===== src/rtl/read_batch_loader.sv =====
// read_batch_loader: forwards a header-sized batch of host lines to the read RAM and reports completion or error
module read_batch_loader #(
  parameter int CL = 512,
  parameter int MAX_READ = 256,
  parameter int DONE_TIMEOUT = 64
) (
  input  logic          clk,
  input  logic          reset_n,
  input  logic          start,
  input  logic          host_valid,
  input  logic [CL-1:0] host_data,
  output logic          host_ready,
  output logic          load_valid,
  output logic [CL-1:0] load_data,
  output logic [8:0]    batch_size,
  input  logic          load_done,
  output logic [1:0]    line_phase,
  output logic          loader_busy,
  output logic          loader_done,
  output logic          loader_err
);
  localparam logic [2:0] IDLE = 3'd0, HDR = 3'd1, DATA = 3'd2, WAIT_DONE = 3'd3, DONE = 3'd4, ERR = 3'd5;
  localparam int TW = $clog2(DONE_TIMEOUT + 1);
  logic [2:0] state;
  logic [10:0] line_cnt;
  logic [8:0] read_cnt, n;
  logic [TW-1:0] timer;
  logic accept, hdr_bad, last_line;
  always_comb begin
    host_ready = (state == HDR) || (state == DATA && !load_done);
    accept = host_valid && host_ready;
    n = host_data[8:0];
    hdr_bad = (n == 9'd0) || ({1'b0, n} > 10'(MAX_READ));
    line_phase = line_cnt[1:0];
    last_line = (line_phase == 2'd3) && (read_cnt == batch_size - 9'd1);
    loader_busy = (state == HDR) || (state == DATA) || (state == WAIT_DONE);
    loader_done = state == DONE;
    loader_err = state == ERR;
  end
  always_ff @(posedge clk) begin
    if (!reset_n) begin
      state <= IDLE;
      line_cnt <= '0;
      read_cnt <= '0;
      timer <= '0;
      batch_size <= '0;
      load_valid <= 1'b0;
      load_data <= '0;
    end else begin
      load_valid <= state == DATA && accept;
      if (state == DATA && accept) load_data <= host_data;
      case (state)
        IDLE, DONE, ERR: if (start) begin
          state <= HDR;
          batch_size <= '0;
          line_cnt <= '0;
          read_cnt <= '0;
          timer <= '0;
        end
        HDR: if (accept) begin
          state <= hdr_bad ? ERR : DATA;
          if (!hdr_bad) batch_size <= n;
        end
        DATA: if (load_done) state <= ERR;
          else if (accept) begin
            line_cnt <= line_cnt + 11'd1;
            if (line_phase == 2'd3) read_cnt <= read_cnt + 9'(read_cnt != 9'd256);
            if (last_line) begin
              state <= WAIT_DONE;
              timer <= '0;
            end
          end
        WAIT_DONE: begin
          timer <= timer + 1'b1;
          if (load_done) state <= DONE;
          else if (timer == TW'(DONE_TIMEOUT - 1)) state <= ERR;
        end
        default: state <= IDLE;
      endcase
    end
  end
endmodule


===== config.mk =====
export PLATFORM = sky130hd
export DESIGN_NAME = read_batch_loader
export DESIGN_NICKNAME = d
export VERILOG_FILES = /design/src/rtl/read_batch_loader.sv
export SDC_FILE = /design/constraint.sdc
export NUM_CORES = 1
export LEC_CHECK = 0
export CAP_MARGIN = 0
export CORE_AREA = 8 8 395 397
export DETAILED_ROUTE_END_ITERATION = 10
export DIE_AREA = 0 0 403 405
export PLACE_DENSITY = 0.41
export RECOVER_POWER = 100
export SYNTH_ARGS = -nofsm -noshare
export SYNTH_HDL_FRONTEND = slang
export SYNTH_SLANG_ARGS = --single-unit

===== constraint.sdc =====
create_clock -name clk -period 2.6 [get_ports clk]
set_clock_uncertainty 0.2 [all_clocks]
set_input_delay 0.39 -clock clk [delete_from_list [all_inputs] [get_ports clk]]
set_output_delay 0.39 -clock clk [all_outputs]
set_load 0.01 [all_outputs]

**Run 1: sequential cells grouped by signal name**

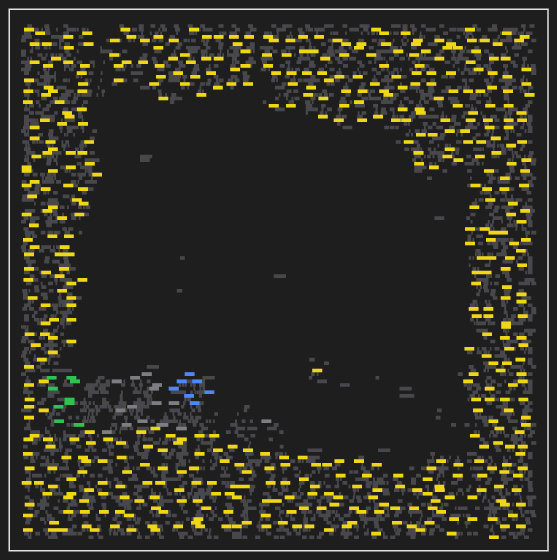
blue -> timer  # placed flops 7
green -> batch_size  # placed flops 9, where lower left
yellow -> load_data  # placed flops 512, where spread over the die
Seq. pwr: 8.96 mW
sequential share of cell area: 30.0%

**Run 1: cells colored by class**

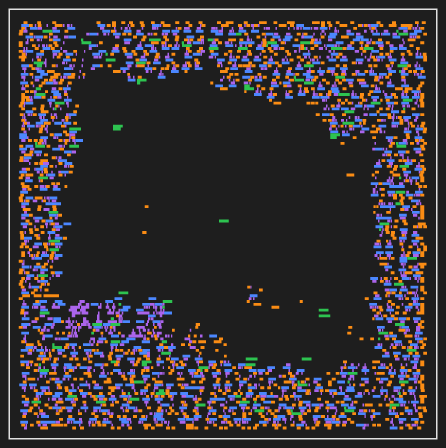
blue -> flops  # cells 543, share of their area 32%
green -> clock drivers and dummy loads  # cells 126, share of their area 6.9%
purple -> combinational and other logic  # cells 1,720, share of their area 26%
orange -> other buffers and delay cells  # cells 1,192, share of their area 35%

**Run 1: cell density map**

20 x 20 tiles, from black (low) to pale yellow (high), 0 to 100% covered.
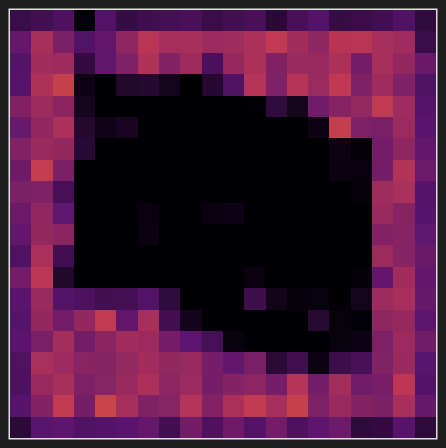
nearly empty tiles = 31%
mean over tiles = 21%
fullest tile = 54%
emptiest ninth of the die = center

**Run 1: track usage over the die**

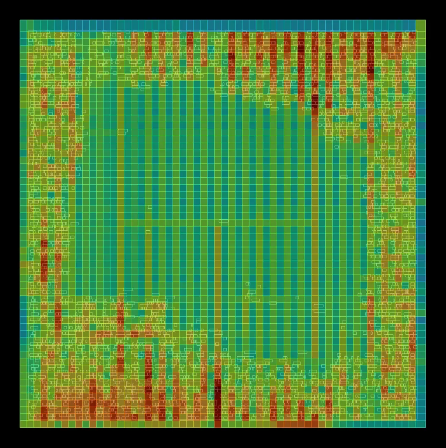
final core occ: 24.3%
WL/cell: 19.0 um

==> impl_metrics.py, run 1 <==
# Metrics from the implementation run
metrics = {
    "run_status": {
        "status": "completed",
    },
    "timing": {
        "max_slew_margin_pct": 25.2,
        "tns_ns": 0,
        "fin_crit_sh_pct": 94.0,
    },
    "finish": {
        "final-seq-area_um2": 10900,
        "largest_class": "non-clock buffers",
        "drive_gt1_share_pct": 6.84,
    },
    "worst_setup_path": {
        "cp.required_ns": 2.01,
        "endpoint_kind": "output port",
        "reg2reg_to": "timer[1]",
        "crit_arrival_ns": 1.85,
        "slowest_stage": "clkdlybuf4s50_1",
        "r2r_start": "batch_size[0]",
        "max_stage_delay_ns": 0.62,
        "cp.buffers_inverters": 2,
        "reg2reg_slack_ns": 0.19,
        "cp.depth": 2,
    },
    "detailed_routing": {
        "route.detailed.drc": 0,
        "ant_nets": 0,
        "drtPass1Iterations": 5,
        "dr_wl_met2_mm": 52.5,
        "totalWireLength_mm": 105,
    },
    "min_path": {
        "whs_path_depth": 3,
        "holdPathEnd": "load_data[200]",
    },
    "die": {
        "rows": 142,
        "fp.dieH_um": 405,
        "core_area_um2": 149000,
        "fp_util_pct": 13.7,
    },
    "cts": {
        "cts_hold_buf": 8,
        "post_cts_resized": 9,
        "post-cts-setup-buffers": 0,
        "root_buffer": "clkbuf_16",
    },
    "logic_synthesis": {
        "yosys_cells": 2447,
        "area_leaders": "dfxtp_1 (53%), nand2_1 (19%), a21boi_0 (19%)",
        "ff_type": "dfxtp_1",
    },
    "grt": {
        "grt_antenna_before_repair": 24,
        "grt_pass1_wl_mm": 150,
        "grt_max_degree": 76,
        "grt.overflow.total": 0,
        "met1_usage_pct": 13.5,
    },
    "placement": {
        "hpwl_mm": 83.1,
        "io_buffers": 1044,
    },
    "power": {
        "power.share.switching_pct": 26.8,
        "peakVddDrop_uv": 385,
        "p_leak_nw": 13.7,
    },
}
## run 1: metrics by stage
| step | power, mW | cells |
|---|---|---|
| after floorplan | 10.5 | 2447 |
| after global placement | 13.2 | 5391 |
| after detailed placement | 13.2 | 5391 |
| after CTS | 23.5 | 5525 |
| after global routing | 23.9 | 5534 |
| final | 22.7 | 5542 |
## run 1: kinds of logic after synthesis
family	after synthesis	synth area share, %
XOR/XNOR	18	0.769
AND-OR/OR-AND	566	20.6
flip-flops	543	53.0
buffers and inverters	190	3.91
multiplexers	1	0.0488
AND/OR/NAND/NOR	1124	21.4
adder cells (fa/ha/maj)	5	0.305
--- run 2 (diff from run 1) ---
--- a/config.mk
+++ b/config.mk
@@ -5,11 +5,11 @@
 export SDC_FILE = /design/constraint.sdc
 export NUM_CORES = 1
 export LEC_CHECK = 0
-export CAP_MARGIN = 0
-export CORE_AREA = 8 8 395 397
+export CAP_MARGIN = 20
+export CORE_AREA = 8 8 404 406
 export DETAILED_ROUTE_END_ITERATION = 10
-export DIE_AREA = 0 0 403 405
-export PLACE_DENSITY = 0.41
+export DIE_AREA = 0 0 412 414
+export PLACE_DENSITY = 0.4
 export RECOVER_POWER = 100
 export SYNTH_ARGS = -nofsm -noshare
 export SYNTH_HDL_FRONTEND = slang
==> constraint.sdc (replaced) <==
create_clock -name clk -period 2.9 [get_ports clk]
set_clock_uncertainty 0.2 [all_clocks]
set_input_delay 0.435 -clock clk [delete_from_list [all_inputs] [get_ports clk]]
set_output_delay 0.435 -clock clk [all_outputs]
set_load 0.01 [all_outputs]
**Run 2: track usage over the die**

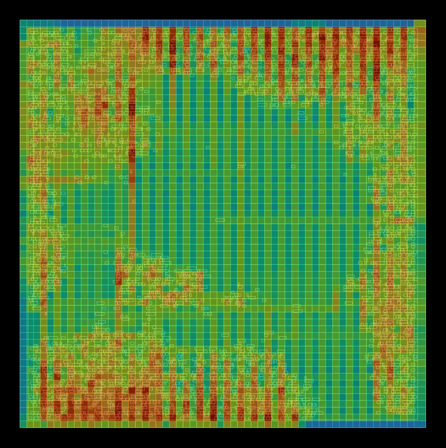
WL/cell: 20.4 um
final core occ: 23.1%
All-Layer GR Usage: 12.8%
met3 Use GR: 5.49%

**Run 2: sequential cells grouped by signal name**

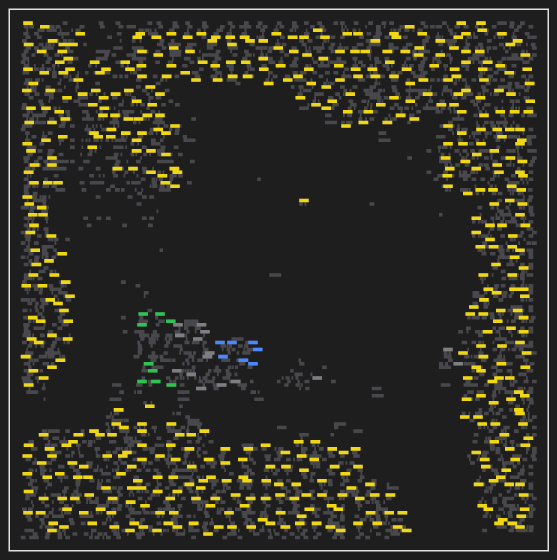
green -> batch_size  # placed flops 9
blue -> timer  # placed flops 7
yellow -> load_data  # placed flops 512, where spread over the die
Seq. pwr: 8.04 mW
FF+latch area: 10,900 um2
sequential share of cell area: 30.0%

==> run 2 against run 1 <==
  * Routed wire length up 9.0%
  * Final cell count up 1.7%
  * Via count up 0.35%
  * First-iteration DRC count up 15%
==> impl_metrics.py, run 2 <==
# Metrics from the implementation run
metrics = {
    "run_status": {
        "status": "completed",
    },
    "worst_setup_path": {
        "cp.required_ns": 2.27,
        "slowest_stage": "dlygate4sd3_1",
        "cp.buffers_inverters": 2,
        "reg2reg_slack_ns": 0.24,
        "cp.depth": 4,
        "crit_arrival_ns": 2.06,
    },
    "logic_synthesis": {
        "area_leaders": "dfxtp_1 (53%), nand2_1 (19%), a21boi_0 (19%)",
        "compound_area_share_pct": 20.6,
        "synth-xor-area-share_pct": 0.769,
        "ff_type": "dfxtp_1",
        "yosys_cells": 2447,
        "synth.area.mux_share_pct": 0.0488,
    },
    "detailed_routing": {
        "totalWireLength_mm": 115,
        "ant_nets": 0,
        "dr_wl_met2_mm": 58.5,
    },
    "die": {
        "core_area_um2": 157000,
        "fp_util_pct": 13.1,
    },
    "cts": {
        "post-cts-setup-buffers": 0,
        "post_cts_resized": 3,
    },
    "power": {
        "power_mw": 21.0,
        "p_leak_nw": 13.6,
        "peakVddDrop_uv": 361,
    },
    "timing": {
        "max_slew_margin_pct": 46.4,
    },
    "grt": {
        "grt_antenna_before_repair": 55,
        "grt_max_degree": 87,
    },
    "finish": {
        "fin_cells": 5638,
        "drive_gt1_share_pct": 5.88,
    },
    "min_path": {
        "whs_path_depth": 2,
    },
    "placement": {
        "io_buffers": 1044,
    },
}
## run 2: final cells by class
class	instances	area, um2	share of cell area, %
clock inverter	25	357	0.984
inverter	6	22.5	0.0621
multi-input combinational	1714	8810	24.3
timing repair buffer	1135	11300	31.2
clock buffer	113	2210	6.10
tap	2072	2590	7.15
antenna	30	75.1	0.207
sequential	543	10900	30.0
## run 2: report_power, final
part	switching [mW]	leakage (nW)	internal, mW
combinational	1.66	7.93	1.62
sequential	0.220	4.38	7.82
clock	3.78	1.27	5.92
total	5.67	13.6	15.4
## run 2: logic make-up (layout without fill, tap and decap cells)
logic type                 after synthesis  after routing
and+or+nand+nor                       1124           1124
AOI/OAI and AO/OA                      566            566
DFF                                    543            543
buffers and inverters                  190           1279
xor gates and xnor gates                18             18
adders and majority gates                5              5
muxes                                    1              1
other                                    0             30
--- run 3 (diff from run 2) ---
--- a/config.mk
+++ b/config.mk
@@ -6,9 +6,9 @@
 export NUM_CORES = 1
 export LEC_CHECK = 0
 export CAP_MARGIN = 20
-export CORE_AREA = 8 8 404 406
+export CORE_AREA = 4 4 400 402
 export DETAILED_ROUTE_END_ITERATION = 10
-export DIE_AREA = 0 0 412 414
+export DIE_AREA = 0 0 404 406
 export PLACE_DENSITY = 0.4
 export RECOVER_POWER = 100
 export SYNTH_ARGS = -nofsm -noshare
**Run 3: sequential cells grouped by signal name**

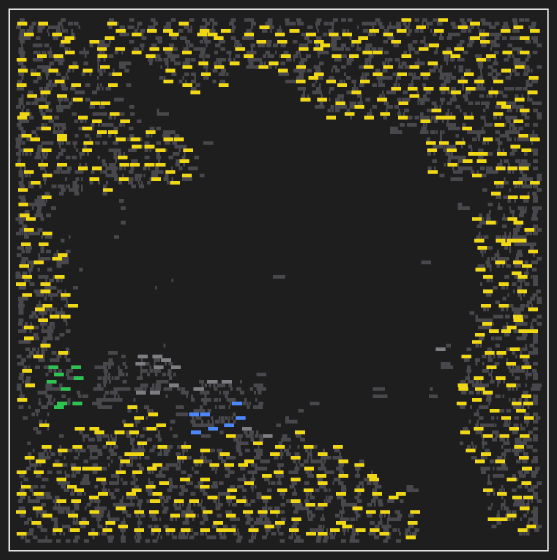
green -> batch_size  # placed flops 9
yellow -> load_data  # placed flops 512, where spread over the die
blue -> timer  # placed flops 7

==> run 3 against run 2 <==
  * Combinational power grew 2%
  * Routed wire length shrank 6.2%
  * Worst setup slack lost 0.014 ns
  * Largest cell class unchanged
==> impl_metrics.py, run 3 <==
# Metrics from the implementation run
metrics = {
    "finish": {
        "buffers": 1168,
        "nonClkBufAreaFrac_pct": 31.8,
        "largest_class": "non-clock buffers",
        "final-seq-area_um2": 10900,
        "n_clock_buffer": 118,
    },
    "detailed_routing": {
        "ant_nets": 0,
        "route.detailed.drc": 0,
        "dr_wl_met2_mm": 54.0,
        "routedWlPerCell_um": 19.1,
    },
    "power": {
        "p_leak_nw": 13.7,
        "peakVddDrop_uv": 375,
    },
    "worst_setup_path": {
        "reg2reg_to": "load_data[436]",
        "endpoint_kind": "output port",
        "max_stage_delay_ns": 0.75,
        "crit_arrival_ns": 2.08,
        "cp.buffers_inverters": 1,
        "slowest_stage": "dlygate4sd3_1",
    },
    "run_status": {
        "status": "completed",
    },
    "grt": {
        "grt_max_degree": 113,
        "grt.overflow.total": 0,
    },
    "logic_synthesis": {
        "ff_type": "dfxtp_1",
        "ys_sh_adder_pct": 0.305,
    },
    "cts": {
        "post-cts-setup-buffers": 0,
        "cts_hold_buf": 0,
    },
    "timing": {
        "fin_crit_sh_pct": 93.5,
    },
    "die": {
        "rows": 145,
    },
}
**Run 3: cell density map**

20 x 20 tiles, from black (low) to pale yellow (high), 0 to 100% covered.
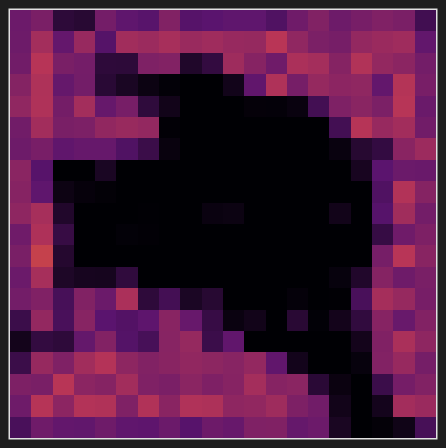
fullest tile = 53%
emptiest ninth of the die = center
nearly empty tiles = 29%
mean over tiles = 21%
Core Util at FP: 13.1%
final core occ: 23.4%
core area: 156,000 um2

-- run 3: report_power, final --
part | total, mW | switching, mW | internal, mW
clock network | 9.67 | 3.79 | 5.88
logic | 3.36 | 1.66 | 1.70
registers | 8.05 | 0.225 | 7.82
total | 21.1 | 5.68 | 15.4
-- run 3: stage by stage --
| stage | area [um2] | setup WS (ns) | util, % |
|---|---|---|---|
| 2_1_floorplan | 20500 | 0.711 | - |
| 3_3_place_gp | 34300 | 0.108 | 22.0 |
| 3_5_place_dp | 34300 | 0.140 | 22.0 |
| 4_1_cts | 36900 | 0.0206 | 23.6 |
| 5_1_grt | 36500 | 0.0263 | 23.4 |
| 6_report | 36500 | 0.189 | 23.4 |
-- run 3: what timing repair did --
item                                    CTS  global route
pin swaps                                 0             0
resized                                   3             1
gates cloned                              0             0
endpoints found under the setup margin    3             2
Power and IR drop assume default switching activity.
